$ cat src/rtl/pc_seq_pkg.sv
// Shared definitions for the program-counter sequencer: widths, opcodes,
// PC jump_control encodings and the FSM state encoding.
package pc_seq_pkg;

  localparam int ADDR_W      = 12;
  localparam int INSTR_W     = 16;
  localparam int LOOP_W      = 8;
  localparam int STACK_DEPTH = 4;

  localparam logic [3:0] OP_NOP  = 4'h0;
  localparam logic [3:0] OP_JMP  = 4'h1;
  localparam logic [3:0] OP_JEQ  = 4'h2;
  localparam logic [3:0] OP_SETL = 4'h3;
  localparam logic [3:0] OP_LOOP = 4'h4;
  localparam logic [3:0] OP_HALT = 4'h5;
  localparam logic [3:0] OP_CALL = 4'h6;
  localparam logic [3:0] OP_RET  = 4'h7;

  typedef enum logic [1:0] {
    JC_INC  = 2'b00,
    JC_HOLD = 2'b01,
    JC_LDEQ = 2'b10,
    JC_LD   = 2'b11
  } jc_e;

  typedef enum logic [2:0] {
    S_IDLE,
    S_FETCH,
    S_DECODE,
    S_EXEC,
    S_UPDATE,
    S_HALT
  } state_e;

  // Opcodes 8..F are handed to the datapath.
  function automatic logic is_alu_op(input logic [3:0] op);
    return op[3];
  endfunction

endpackage

$ cat src/rtl/pc_sequencer_return_stack.sv
// Return-address LIFO for CALL/RET; only compiled when CALL_STACK_EN is
// defined, so the default build carries no stack storage.
`ifdef CALL_STACK_EN
module pc_return_stack #(
  parameter int DEPTH = 4,
  parameter int W     = 12
) (
  input  logic         clk,
  input  logic         rst,
  input  logic         push,
  input  logic         pop,
  input  logic [W-1:0] din,
  output logic [W-1:0] dout,
  output logic         full,
  output logic         empty
);

  localparam int PW = (DEPTH > 1) ? $clog2(DEPTH) : 1;

  logic [W-1:0] mem [DEPTH];
  logic [PW:0]  count;

  assign full  = (count == (PW+1)'(DEPTH));
  assign empty = (count == '0);
  assign dout  = mem[PW'(count - 1'b1)];

  always_ff @(posedge clk or posedge rst) begin
    if (rst) begin
      count <= '0;
    end else if (push && !full) begin
      count <= count + 1'b1;
    end else if (pop && !empty) begin
      count <= count - 1'b1;
    end
  end

  // NOTE: the entry array has no reset; count alone decides which entries are
  // meaningful, and leaving the array unreset lets it map to plain storage.
  always_ff @(posedge clk) begin
    if (push && !full) mem[count[PW-1:0]] <= din;
  end

endmodule
`endif

$ cat src/rtl/pc_sequencer.sv
// Fetch/decode/execute control FSM driving the 12-bit program counter.
// Define CALL_STACK_EN to build CALL/RET with a return stack.
module pc_sequencer
  import pc_seq_pkg::*;
(
  input  logic               clk,
  input  logic               rst,
  input  logic               start,
  input  logic [ADDR_W-1:0]  pc_addr,
  output logic               imem_req,
  input  logic               imem_valid,
  input  logic [INSTR_W-1:0] imem_rdata,
  output logic               ex_start,
  output logic [3:0]         ex_op,
  output logic [11:0]        ex_operand,
  input  logic               ex_done,
  output logic [1:0]         pc_jump_control,
  output logic [ADDR_W-1:0]  pc_load_data,
  output logic               pc_roll_over,
  output logic               busy,
  output logic               halted,
  output logic               illegal_op
);

  state_e              state, state_nxt;
  logic [INSTR_W-1:0]  instr;
  logic [LOOP_W-1:0]   loop_cnt, loop_nxt;
  logic [3:0]          op;
  logic [ADDR_W-1:0]   operand;
  logic                illegal_set;
  jc_e                 jc;

  assign op         = instr[15:12];
  assign operand    = instr[ADDR_W-1:0];
  assign ex_op      = op;
  assign ex_operand = operand;
  assign imem_req   = (state == S_FETCH);
  assign busy       = (state != S_IDLE) && (state != S_HALT);
  assign halted     = (state == S_HALT);
  assign pc_jump_control = jc;

`ifdef CALL_STACK_EN
  logic              push, pop, stack_full, stack_empty;
  logic [ADDR_W-1:0] stack_top;

  pc_return_stack #(.DEPTH(STACK_DEPTH), .W(ADDR_W)) u_stack (
    .clk   (clk),
    .rst   (rst),
    .push  (push),
    .pop   (pop),
    .din   (pc_addr + ADDR_W'(1)),
    .dout  (stack_top),
    .full  (stack_full),
    .empty (stack_empty)
  );
`else
  logic unused_pc_addr;
  assign unused_pc_addr = ^pc_addr;
`endif

  // NOTE: every output of this block gets a default before the case so no
  // path leaves a variable unassigned and infers a latch.
  always_comb begin
    state_nxt    = state;
    jc           = JC_HOLD;
    pc_load_data = '0;
    pc_roll_over = 1'b0;
    loop_nxt     = loop_cnt;
    illegal_set  = 1'b0;
`ifdef CALL_STACK_EN
    push = 1'b0;
    pop  = 1'b0;
`endif
    case (state)
      S_IDLE, S_HALT: begin
        if (start) begin
          pc_roll_over = 1'b1;
          jc           = JC_INC;
          state_nxt    = S_FETCH;
        end
      end
      S_FETCH:  if (imem_valid) state_nxt = S_DECODE;
      S_DECODE: state_nxt = is_alu_op(op) ? S_EXEC : S_UPDATE;
      S_EXEC:   if (ex_done) state_nxt = S_UPDATE;
      S_UPDATE: begin
        state_nxt = S_FETCH;
        jc        = JC_INC;
        case (op)
          OP_JMP: begin jc = JC_LD;   pc_load_data = operand; end
          OP_JEQ: begin jc = JC_LDEQ; pc_load_data = operand; end
          OP_SETL: loop_nxt = operand[LOOP_W-1:0];
          OP_LOOP: begin
            if (loop_cnt != '0) begin
              loop_nxt     = loop_cnt - 1'b1;
              jc           = JC_LD;
              pc_load_data = operand;
            end
          end
          OP_HALT: begin jc = JC_HOLD; state_nxt = S_HALT; end
`ifdef CALL_STACK_EN
          OP_CALL: begin
            if (stack_full) illegal_set = 1'b1;
            else begin push = 1'b1; jc = JC_LD; pc_load_data = operand; end
          end
          OP_RET: begin
            if (stack_empty) illegal_set = 1'b1;
            else begin pop = 1'b1; jc = JC_LD; pc_load_data = stack_top; end
          end
`else
          OP_CALL, OP_RET: illegal_set = 1'b1;
`endif
          default: ;
        endcase
      end
      default: state_nxt = S_IDLE;
    endcase
  end

  // NOTE: state registers use non-blocking assignments so every flop samples
  // the values from before this edge, independent of statement order.
  always_ff @(posedge clk or posedge rst) begin
    if (rst) begin
      state      <= S_IDLE;
      instr      <= '0;
      loop_cnt   <= '0;
      ex_start   <= 1'b0;
      illegal_op <= 1'b0;
    end else begin
      state    <= state_nxt;
      loop_cnt <= loop_nxt;
      ex_start <= (state == S_DECODE) && is_alu_op(op);
      if (state == S_FETCH && imem_valid) instr <= imem_rdata;
      illegal_op <= pc_roll_over ? 1'b0 : (illegal_op | illegal_set);
    end
  end

endmodule

$ cat config.mk
export PLATFORM = sky130hd
export DESIGN_NAME = pc_sequencer
export DESIGN_NICKNAME = d
export VERILOG_FILES = /design/src/rtl/pc_seq_pkg.sv /design/src/rtl/pc_sequencer_return_stack.sv /design/src/rtl/pc_sequencer.sv
export SDC_FILE = /design/constraint.sdc
export NUM_CORES = 1
export LEC_CHECK = 0
export CAP_MARGIN = 20
export CORE_MARGIN = 1
export CORE_UTILIZATION = 43
export CTS_CLUSTER_DIAMETER = 60
export DETAILED_ROUTE_END_ITERATION = 12
export GPL_ROUTABILITY_DRIVEN = 0
export PLACE_DENSITY = 0.8
export SETUP_SLACK_MARGIN = 0.4
export SKIP_CTS_REPAIR_TIMING = 1
export SLEW_MARGIN = 20
export SYNTH_ARGS = -nofsm -noshare
export SYNTH_HDL_FRONTEND = slang
export SYNTH_SLANG_ARGS = --single-unit
$ cat constraint.sdc
create_clock -name clk -period 2.9 [get_ports clk]
set_input_delay 0.58 -clock clk [delete_from_list [all_inputs] [get_ports clk]]
set_output_delay 0.58 -clock clk [all_outputs]
set_load 0.005 [all_outputs]
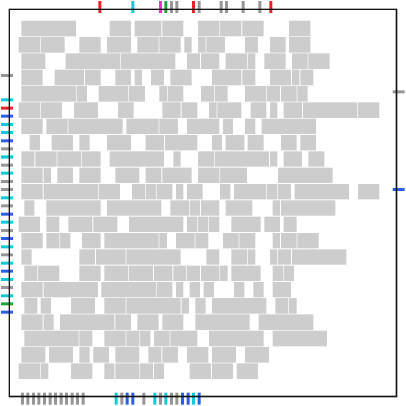
Figure 1: run 1, pin map.
Drawn at 6 px/µm. Pins as bars across the die edge, other pins in gray.
`pc_jump_control` -> green  # pins 2, direction output, edge 1 north, 1 west
`ex_operand` -> blue  # pins 12, direction output, edge 6 west, 5 south, 1 east
`pc_roll_over` -> magenta  # pins 1, direction output, edge north
`imem_rdata` -> cyan  # pins 16, direction input, edge 11 west, 4 south, 1 north
`ex_op` -> red  # pins 4, direction output, edge 3 north, 1 west
Chip Width: 64.3 µm
height of the die: 64.3 µm

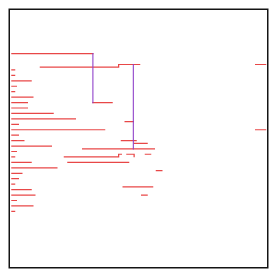
Figure 2: run 1, wiring by layer.
Drawn at 4 px/µm. Only two layers are drawn.
M4 -> purple  # wire length 33.3 µm
M3 -> red  # wire length 254 µm
final routed wirelength across all metal layers: 3980 µm
routed vias: 1519
average detailed-routed wire length per instance: 14.1 µm
Total GRT Usage: 20.0%

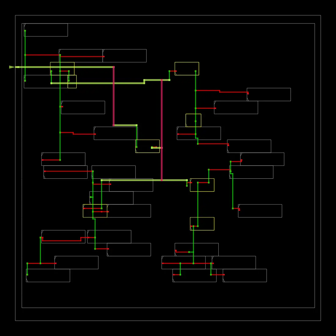
Figure 3: run 1, the clock network.
clock skew: 5.63 ps
Clock Power: 349 µW
sinks on the clock net: 29
Seq cells: 29
CTS Buf Count: 5

==> results.txt, run 1 <==
Results of an implementation run.

The finished layout holds 283 standard cells, fillers aside. The via count of the first global-routing pass is 1415. Internal power comes to 1530 µW. Looking at the critical path, the highest net fanout was 3. During I/O placement, the number of pins put on the boundary was 69. The relative slew slack is 70.3%. The worst flop-to-flop path startpoint is instr[13].

The proportion of power drawn by flip-flops and latches is 32.1%. The delay of the slowest critical-path stage is 550 ps. The number of warnings in the stage logs is 40.

Compared with the post-synthesis result, the final layout area differs by 46.7%. The floorplan has 22 rows. The number of max-cap violations is 0. The total grt overflow is 0. The buffer cell driving the clock tree root is sky130_fd_sc_hd__clkbuf_8.

Summed over its instances, the top area cell type makes up 43.5% of the synthesized netlist area. The cell with the biggest individual delay on the critical path is sky130_fd_sc_hd__or4b_4. The violation tally from detailed-route iteration zero is 67.

The endpoint of the worst hold-timing path is illegal_op. In this run the standard cell core region covers 0.00369 mm². The net switching fraction of the power is 35.6%. The net count after synthesis is 195. From the final report, the count of setup violators was given as 0. In the setup report, the worst path falls into the class reg2out. Summing the sequential cell areas from Yosys gives 43.5% of the chip area. The post-synthesis sequential element count is 29. The starting density of the core is 45.2%. The area taken by flip-flops and latches is 726 µm². The initial antenna violation count was 0. The setup slack of the most critical reg-to-reg path is 790 ps. The flow ran to the end, and the final reports show no timing, DRC or antenna violations. The script parses the final routing iteration and logs DRC violations as 0.

STA classifies the critical path startpoint as a flip-flop. For reference, the final report shows the hold violation count at 0. The HPWL after detailed placement is 2760 µm.

The worst setup path is captured at an output port. The average instance area after synthesis is 10.4 µm². The final period utilization is 96.7%.

The clock tree buffer depth is 2. The path category of the worst min-delay check is reg2reg. The worst-margin pin slew is 443 ps. The worst hold path was traced through 2 stages. The launch point of the worst min-delay path is recorded as illegal_op.

Detailed routing placed a total of 1820 µm of wire on met2. Setup repair after global routing could not meet its margin everywhere. The final instance area is 0.00245 mm². The pre-CTS setup slack is 77.9 ps. The signal on the critical path passes through or4b_4 -> a311o_1 -> o21a_2 -> buf_6 -> buf_4 -> nor2b_1 -> buf_2.

Sorting the synthesized cells by area gives the leading types as sky130_fd_sc_hd__dfrtp_1, sky130_fd_sc_hd__mux2_2, sky130_fd_sc_hd__nor2b_1. The highest metal layer used by the detailed router is met4. The met1 routed wirelength after detailed routing is 1870 µm. The script reports the combined buffer and inverter count of the critical path as 3. In this run the remaining antenna-violating nets after routing total 0. The reg-to-reg endpoint is loop_cnt[1]. The die covers 0.00413 mm². The data required time of the worst path is 2320 ps. The filler cells instantiated in the layout total 321.

The detailed router reports a met3 wire length of 253 µm. Counting cells, the worst reg-to-reg path comes to 5. Entering global routing, the biggest net connects 30 pins. According to the timing report, the arrival time at the worst endpoint equals 2220 ps. The gate-level netlist out of Yosys references 44 unique cell types.
run 1: routing by layer:
metal  vias to the layer above  track usage [%]
li1                        737                -
met1                       724             27.4
met2                        53             30.0
met3                         5             6.43
met4                         0             6.11
met5                         -                0
run 1: sequential cells by signal, summed over array words and instances (netlist names):
signal	count
instr	16
loop_cnt	8
state	3
ex_start	1
illegal_op	1
run 1: synth_stat cells, types with 2 or more instances:
cell type / instances
sky130_fd_sc_hd__nand2b_1: 4
sky130_fd_sc_hd__xor2_1: 2
sky130_fd_sc_hd__o21ai_0: 3
sky130_fd_sc_hd__o22a_1: 4
sky130_fd_sc_hd__buf_6: 3
sky130_fd_sc_hd__mux2_2: 17
sky130_fd_sc_hd__o211ai_1: 3
sky130_fd_sc_hd__inv_1: 5
sky130_fd_sc_hd__nor2_1: 13
sky130_fd_sc_hd__clkbuf_1: 6
sky130_fd_sc_hd__nor4_1: 2
sky130_fd_sc_hd__nor2b_1: 12
sky130_fd_sc_hd__mux2i_1: 2
sky130_fd_sc_hd__nand2_1: 4
sky130_fd_sc_hd__a22oi_1: 2
sky130_fd_sc_hd__nor4b_2: 2
sky130_fd_sc_hd__dfrtp_1: 29
sky130_fd_sc_hd__a31oi_1: 5
sky130_fd_sc_hd__nand4b_1: 2
sky130_fd_sc_hd__nor4bb_1: 2
sky130_fd_sc_hd__a21oi_1: 12
sky130_fd_sc_hd__ha_1: 2
sky130_fd_sc_hd__buf_2: 2
sky130_fd_sc_hd__and2_1: 2
run 1: layout make-up:
cell class	instances	area share, %
clock buffers	6	3.37
clock inverters	2	0.562
inverters	5	0.767
multi-input cells	116	35.8
flip-flops and latches	29	29.7
well taps	48	2.45
repair buffers	77	27.4
run 1: cell families (layout without fill, tap and decap cells):
kind of cell,count (synthesis),count (layout),share of synthesized area [%]
flops,29,29,43.5
compound gates,38,39,15.2
fa+ha+maj,2,2,1.50
buf+inv,16,90,5.10
mux,20,20,13.6
simple gates,53,53,20.1
xor+xnor,2,2,1.05
run 1: worst max-delay path by stage:
stage / from / depth (start not counted) / endpoint / slack [ps]
after global routing: instr[13] / 7 / pc_load_data[6] / 30
after CTS: instr[15] / 5 / pc_load_data[2] / -230
after detailed placement: instr[15] / 5 / pc_load_data[2] / 80
after floorplan: instr[12] / 7 / pc_load_data[2] / 400
after global placement: instr[15] / 5 / pc_load_data[2] / 100
final: instr[13] / 7 / pc_load_data[3] / 100
run 1: placed cells by master, fill, tap and decap left out, drive strengths merged, types with 2 or more instances in the layout:
cell type,netlist,final
a31oi,5,5
and2,3,3
o21ai,3,3
mux2i,2,2
o211ai,3,3
nand2b,4,4
nor4,2,2
a22oi,2,2
clkdlybuf4s50,0,42
nor2,13,13
o22a,4,4
clkbuf,6,6
nand2,4,4
dfrtp,29,29
nor4b,2,2
dlymetal6s2s,0,2
clkinv,0,2
buf,5,33
nor2b,12,12
nor4bb,2,2
ha,2,2
mux2,18,18
o21a,1,2
inv,5,5
xor2,2,2
nand4b,2,2
a21oi,12,12
run 1: power groups by stage:
stage               clock network, µW  logic [µW]  registers, µW
finish                            349        1260            761
global route                      373        1380            797
CTS                               357        1250            760
detailed placement                  0        1240            766
global placement                    0        1220            761
floorplan                           0         679            767
==> run 2: changes to the inputs <==
TNS_END_PERCENT = 50   (was not set)
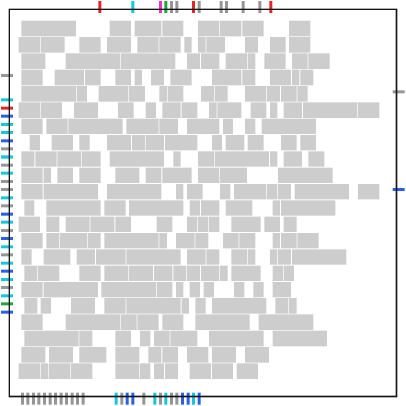
Figure 4: run 2, pin map.
Drawn at 6 px/µm. Pins as bars across the die edge, other pins in gray.
`pc_roll_over` -> magenta  # pins 1, direction output, edge north
`imem_rdata` -> cyan  # pins 16, direction input, edge 11 west, 4 south, 1 north
`ex_operand` -> blue  # pins 12, direction output, edge 6 west, 5 south, 1 east
`ex_op` -> red  # pins 4, direction output, edge 3 north, 1 west
`pc_jump_control` -> green  # pins 2, direction output, edge 1 north, 1 west
all pins by edge = 28 west, 26 south, 13 north, 2 east

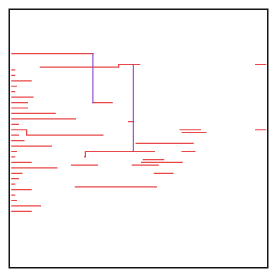
Figure 5: run 2, wiring by layer.
Drawn at 4 px/µm. Only two layers are drawn.
M4 -> purple  # wire length 34.0 µm
M3 -> red  # wire length 287 µm

==> run 2 against run 1 <==
Effect of this change: first-iteration DRC count rose by 4.5%; wire length increased by 3.4%; sequential power is essentially flat; die area is the same; sequential share of layout area is 0.27 points lower; worst hold slack is essentially flat; synthesized cell count is the same; via count grew 0.13%; critical path depth did not move; critical path type unchanged; largest cell class unchanged; largest power group unchanged; highest routed layer unchanged.
==> results.txt, run 2 <==
Results of an implementation run.

The cell family contributing the most delay on the critical path is simple AND/OR/NAND/NOR gates. The insertion delay at the late pin of the worst-skew pair is 280 ps. The area taken by flip-flops and latches came to 726 µm² (unchanged).

The total number of vias is 1521 (+0.13%). The endpoint of the worst hold-timing path is illegal_op. The count of nets left with antenna violations after detail routing is 0 (unchanged). Yosys reports that the most numerous cell types are sky130_fd_sc_hd__dfrtp_1, sky130_fd_sc_hd__mux2_2, sky130_fd_sc_hd__nor2_1, sky130_fd_sc_hd__a21oi_1, sky130_fd_sc_hd__nor2b_1. The post-synthesis sequential element count is 29 (unchanged). The net count after synthesis is 195 (unchanged). The vertical die dimension is 64.3 µm (unchanged). The die boundary width is 64.3 µm (unchanged). The final layout contains 269 nets. The number of max-cap violations is 0 (unchanged). The top-area cell type share of the netlist area was 43.5% (unchanged). The kind of end point of the critical path is an output port.

The leading cell type by number of instances after synthesis is sky130_fd_sc_hd__dfrtp_1. The total buffers and inverters traversed by the critical path was 3 (unchanged). Per the final layout report, the fraction of cells sized above drive strength 1 comes to 27.2%.

STA classifies the critical path startpoint as a flip-flop. In the layout the commonest cells are sky130_fd_sc_hd__clkdlybuf4s50_1, sky130_fd_sc_hd__dfrtp_1, sky130_fd_sc_hd__buf_4, sky130_fd_sc_hd__mux2_2, sky130_fd_sc_hd__nor2_1. The count of final setup violators is 0 (unchanged). The post-synth count of flops with an enable pin is 0. The final instance area is 0.00247 mm² (+0.92%). The total count of hold-check failures in the final report is 0 (unchanged). The number of clock sinks seen by CTS is 29 (unchanged). The initial antenna violation count is 0 (unchanged). In the final layout, the multi-input gates occupy 876 µm². The via count of the first global-routing pass is 1415 (unchanged). The setup slack of the most critical reg-to-reg path is 790 ps (about the same). The die area is 0.00413 mm² (unchanged). The cell depth of the worst flop-to-flop path is 5 (unchanged). The final period utilization was 98.9% (+2.2 points). The total wirelength of the detailed-routed design is 4120 µm (+3.4%).

The total cells reported by yosys after synthesis is 160. The average instance area after synthesis is 10.4 µm² (unchanged). The data required time of the worst path is 2320 ps (about the same). The HPWL after detailed placement is 2760 µm (unchanged).

The net switching fraction of the power is 35.7% (+0.10 points). The path category of the worst min-delay check is reg2reg. The core area is 0.00369 mm² (unchanged).

The worst-margin pin slew is 497 ps (+54.2 ps). The register with the most flip-flops in the final layout is instr. The leakage power summed over all cells is 0.00115 µW.

The relative slew slack was 66.5% (-3.7 points). The arrival time of the worst setup path was 2290 ps (+70 ps). The run finished with clean final reports. For the worst reg-to-reg path, the endpoint reported by OpenROAD is loop_cnt[1]. The tree is rooted in a sky130_fd_sc_hd__clkbuf_8. The flip-flop count of the largest register after layout is 16 (unchanged). The worst flop-to-flop path startpoint is instr[13]. The final-layout fill cell count is 317 (-1.2%). The clock tree skew after final layout came to 5.34 ps (-0.291 ps). The number of warnings in the stage logs is 40 (unchanged). Between the synthesized netlist and the finished layout, the area growth was recorded as 48.1%. The most frequent logic cell in the layout is sky130_fd_sc_hd__clkdlybuf4s50_1. The main area contributors are sky130_fd_sc_hd__dfrtp_1, sky130_fd_sc_hd__mux2_2, sky130_fd_sc_hd__nor2b_1. The number of instances on the worst hold path is 2 (unchanged). In the synthesized netlist the dominant register cell turns out to be sky130_fd_sc_hd__dfrtp_1. The first global-routing pass estimated 6400 µm of wire. Looking at hold timing, the worst path starts from illegal_op. The proportion of power drawn by flip-flops and latches is 32.1% (about the same).

The clock buffer count from CTS is 5 (unchanged). The critical-path maximum fanout is 3 (unchanged). The count of pins on the block boundary is 69 (unchanged). The starting density of the core is 45.2% (unchanged). The DRC violation count after routing is 0 (unchanged).

The clock tree buffer depth is 2 (unchanged). The total grt overflow is 0 (unchanged). The timing-limited maximum frequency is 349 MHz.

Setup repair after global routing could not meet its margin everywhere. The violation tally from detailed-route iteration zero is 70 (+4.5%). The internal cell power was 1530 µW (+0.11%). After layout, the minimum clock period comes to 2870 ps. The kind of critical path is reg2out. In this run the critical path is formed by or4b_4 -> a311o_1 -> o21a_2 -> buf_6 -> buf_6 -> nor2b_1 -> buf_2. The registers reported with the highest flop counts are instr (16), loop_cnt (8), state (3). The all-layer global routing usage is 20.0% (unchanged). The analysis attributes to net switching a power of 850 µW.

Of the total power, combinational logic draws 53.3%. The delay of the slowest critical-path stage came to 550 ps (about the same). The largest net degree at the start of global routing is 30 (unchanged). The cell with the biggest individual delay on the critical path is sky130_fd_sc_hd__or4b_4. The count of cell types in the netlist is 44 (unchanged). The routed wirelength normalized by instance count is 14.6 µm (+3.4%). The row count is 22 (unchanged). The register share after synthesis was 43.5% (unchanged).
-- run 2: cells by family (layout without fill, tap and decap cells) --
logic type	after synthesis	count (layout)	share of synthesized area, %
buffers and inverters	16	90	5.10
xor gates and xnor gates	2	2	1.05
and+or+nand+nor	53	53	20.1
adders and majority gates	2	2	1.50
DFF	29	29	43.5
muxes	20	20	13.6
AOI/OAI and AO/OA	38	39	15.2
-- run 2: final cells by class --
| cell class | count | share of cell area (%) |
|---|---|---|
| sequential | 29 | 29.4 |
| inverter | 5 | 0.760 |
| clock inverter | 2 | 0.557 |
| tap | 48 | 2.43 |
| timing repair buffer | 77 | 28.1 |
| clock buffer | 6 | 3.34 |
| multi-input combinational | 116 | 35.5 |
-- run 2: per-layer routing --
metal,GRT usage [%],wire (µm),up-vias
li1,-,-,732
met1,27.4,1880,728
met2,30.0,1920,56
met3,6.43,286,5
met4,6.11,34,0
met5,0,0,-
-- run 2: per-stage QoR --
stage	instances	worst slack [ps]
floorplan	160	403
global placement	266	102
detailed placement	266	77.9
CTS	274	-233
global route	283	-26.5
finish	283	31.3
-- run 2: worst max-delay path by stage --
stage	start	end	slack, ps	cells after the start
2_1_floorplan	instr[12]	pc_load_data[2]	400	7
3_3_place_gp	instr[15]	pc_load_data[2]	100	5
3_5_place_dp	instr[15]	pc_load_data[2]	80	5
4_1_cts	instr[15]	pc_load_data[2]	-230	5
5_1_grt	instr[13]	pc_load_data[6]	-30	7
6_report	instr[13]	pc_load_data[6]	30	7
-- run 2: power by group through the flow --
| stage | sequential (µW) | combinational, µW | clock, µW |
|---|---|---|---|
| final | 763 | 1270 | 348 |
| after global routing | 798 | 1380 | 373 |
| after CTS | 760 | 1250 | 357 |
| after detailed placement | 766 | 1240 | 0 |
| after global placement | 761 | 1220 | 0 |
| after floorplan | 767 | 679 | 0 |
-- run 2: tightest hold or removal path, stage by stage, from the launching register on --
cell                      delay, ps
sky130_fd_sc_hd__dfrtp_1        340
sky130_fd_sc_hd__a31oi_1         40
sky130_fd_sc_hd__nor2_1          80
==> run 3: changes to the inputs <==
PLACE_DENSITY = 0.9   (was 0.8)
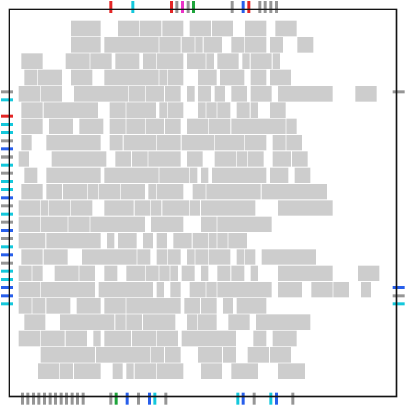
Figure 6: run 3, pin map.
Drawn at 6 px/µm. Pins as bars across the die edge, other pins in gray.
`ex_op` -> red  # pins 4, direction output, edge 3 north, 1 west
`pc_roll_over` -> magenta  # pins 1, direction output, edge north
`ex_operand` -> blue  # pins 12, direction output, edge 6 west, 4 south, 1 north, 1 east
`pc_jump_control` -> green  # pins 2, direction output, edge 1 north, 1 south
`imem_rdata` -> cyan  # pins 16, direction input, edge 11 west, 3 south, 1 north, 1 east
Buffers on Ports: 56

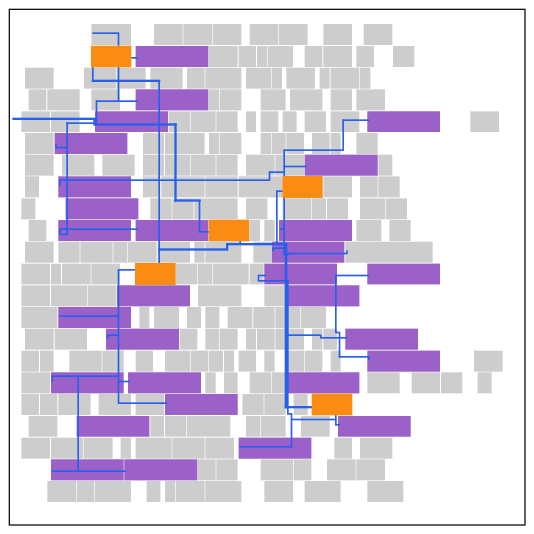
Figure 7: run 3, routed clock nets over the placement.
Drawn at 8 px/µm.
clock wires -> blue  # length 391 µm
flip-flops -> purple  # count 29
clock-net drivers -> orange  # count 5
routed clock nets = 6

==> run 3 against run 2 <==
Effect of this change: highest routed layer unchanged; critical path type unchanged; first-iteration DRC count down 56%; setup slack improved by 16 ps; clock-buffer cell count up 1; global-route usage rose by 0.87 points; via count is 1.4% lower.
==> results.txt, run 3 <==
Results of an implementation run.

The clock tree skew after final layout was 8.17 ps (+2.83 ps). The count of pins on the block boundary is 69 (unchanged). The die area is 0.00413 mm² (unchanged). The wire length of the first global-routing pass is 6620 µm (+3.3%). The registers reported with the highest flop counts are instr (16), loop_cnt (8), state (3).

The starting density of the core is 45.2% (unchanged). The count of nets left with antenna violations after detail routing is 0 (unchanged). The most flop-heavy register is instr. The commonest cells after synthesis are sky130_fd_sc_hd__dfrtp_1, sky130_fd_sc_hd__mux2_2, sky130_fd_sc_hd__nor2_1, sky130_fd_sc_hd__a21oi_1, sky130_fd_sc_hd__nor2b_1. The final worst setup slack came to 47.7 ps (+16.4 ps). The kind of critical path is reg2out. The total number of vias is 1500 (-1.4%). The initial antenna violation count is 0 (unchanged).

The top-area cell type share of the netlist area is 43.5% (unchanged). The final non-filler cell total came to 281 (-0.71%). The critical path goes through or4b_4 -> a311o_1 -> buf_4 -> o21a_4 -> buf_6 -> and2b_1 -> clkbuf_2. The final period utilization came to 98.4% (-0.57 points). The critical-path maximum fanout was 6 (+3). The DRC violation count after routing came to 0 (unchanged).

The total cells reported by yosys after synthesis is 160 (unchanged). In this run the worst hold path is classified as reg2reg. Per the timing report, the most critical flop-to-flop path finishes at loop_cnt[1]. The count of final setup violators is 0 (unchanged). The die boundary width came to 64.3 µm (unchanged).

By area the synthesized netlist is led by sky130_fd_sc_hd__dfrtp_1, sky130_fd_sc_hd__mux2_2, sky130_fd_sc_hd__nor2b_1. For the worst reg-to-reg path, the startpoint reported by OpenROAD is instr[12]. The relative slew slack was 67.9% (+1.4 points). The critical path startpoint is instr[12]. The arrival time of the worst setup path is 2270 ps (-20 ps). The total wirelength of the detailed-routed design came to 4310 µm (+4.5%).

The setup slack of the most critical reg-to-reg path is 690 ps (-100 ps). The data required time of the worst path is 2320 ps (about the same). The leading cell type by number of instances after synthesis is sky130_fd_sc_hd__dfrtp_1. The count of cell types in the netlist came to 44 (unchanged). From synthesis to final layout, the design area changed by 49.7%.

CTS placed an instance of sky130_fd_sc_hd__clkbuf_8 at the clock tree root. The number of nets in the finished design is 267 (-0.74%). The row count was 22 (unchanged). The leakage power summed over all cells came to 0.00120 µW (+4.0%). The vertical die dimension was 64.3 µm (unchanged).

The HPWL after detailed placement is 2730 µm (-1.1%). The clock buffer count from CTS is 5 (unchanged). The fraction of final layout cells with drive strength greater than 1 is 24.5% (-2.8 points). The most frequent logic cell in the layout is sky130_fd_sc_hd__clkdlybuf4s50_1. The number of clock sinks seen by CTS is 29 (unchanged). The number of synthesized flops with an enable pin was 0 (unchanged). The total count of hold-check failures in the final report is 0 (unchanged). The post-synthesis sequential element count came to 29 (unchanged).

The delay of the slowest critical-path stage came to 540 ps (about the same). The number of warnings in the stage logs is 40 (unchanged). The final instance area came to 0.00250 mm² (+1.1%).

For this run, the leading register cell type out of synthesis is sky130_fd_sc_hd__dfrtp_1. The via count of the first global-routing pass is 1442 (+1.9%). The cell depth of the worst flop-to-flop path is 6 (+1).

The number of instances in the placed design was 266 (unchanged). The worst-margin pin slew is 478 ps (-19.3 ps). The core area is 0.00369 mm² (unchanged). The run finished with clean final reports. The net count after synthesis is 195 (unchanged). The timing-limited maximum frequency is 351 MHz (+0.57%). The largest net degree at the start of global routing is 30 (unchanged). The flip-flop count of the largest register after layout is 16 (unchanged). The clock tree buffer depth is 2 (unchanged).

The pre-CTS setup slack is 45.5 ps (-32.4 ps). The routed wirelength normalized by instance count is 15.3 µm (+5.3%). The kind of end point of the critical path is an output port. The all-layer global routing usage came to 20.9% (+0.87 points). In the layout the commonest cells are sky130_fd_sc_hd__clkdlybuf4s50_1, sky130_fd_sc_hd__dfrtp_1, sky130_fd_sc_hd__buf_4, sky130_fd_sc_hd__mux2_2, sky130_fd_sc_hd__nor2_1.

The insertion delay at the late pin of the worst-skew pair is 280 ps (about the same). The register clock-pin slew on the reported worst setup and hold paths is 60 ps. The register share after synthesis is 43.5% (unchanged). The violation tally from detailed-route iteration zero was 31 (-56%).

The worst setup path is launched from a flip-flop. The average instance area after synthesis is 10.4 µm² (unchanged). The final critical-path required period is 2850 ps (-16.4 ps).

Setup repair after global routing could not meet its margin everywhere. In this run the worst setup path terminates at pc_load_data[2]. The total grt overflow is 0 (unchanged).
-- run 3: metal layers --
layer,up-vias,track usage (%),wire length [µm]
met1,708,25.3,1860
met5,-,0,0
li1,727,-,-
met2,59,33.7,2150
met4,0,10.6,51
met3,6,5.89,237
-- run 3: where the power goes --
group | switching (µW) | internal [µW] | leakage (µW)
Combinational | 550 | 741 | 0.000778
Clock | 154 | 280 | 0.0000585
Sequential | 168 | 595 | 0.000360
-- run 3: how the worst min path moves through the flow --
stage	start	to	slack [ps]	depth (start not counted)
2_1_floorplan	loop_cnt[7]	loop_cnt[7]	480	1
3_3_place_gp	illegal_op	illegal_op	490	2
3_5_place_dp	instr[10]	instr[10]	520	1
4_1_cts	instr[8]	instr[8]	530	1
5_1_grt	illegal_op	illegal_op	530	2
6_report	illegal_op	illegal_op	510	2
-- run 3: kinds of logic (layout without fill, tap and decap cells) --
family	count (synthesis)	after routing	share of synthesized area (%)
simple gates	53	53	20.1
xor+xnor	2	2	1.05
flops	29	29	43.5
mux	20	20	13.6
buf+inv	16	88	5.10
compound gates	38	39	15.2
fa+ha+maj	2	2	1.50
-- run 3: worst max-delay path: cells and delay by family (launching register included) --
kind	cells	cell delay, ps
simple gates	2	710
flops	1	370
buf+inv	3	380
compound gates	2	520
-- run 3: final cells by class --
type | instances | area, µm²
well taps | 48 | 60.1
clock buffers | 7 | 86.3
repair buffers | 75 | 697
multi-input cells | 116 | 880
fillers | 276 | 1190
inverters | 5 | 18.8
clock inverters | 1 | 30.0
flip-flops and latches | 29 | 726
-- run 3: stage by stage --
step	hold slack, ps	utilization, %
floorplan	483	-
global placement	486	62.9
detailed placement	516	62.9
CTS	533	66.0
global route	531	67.7
finish	509	67.7
No activity file was given, so power comes from the tool's default toggle rates.
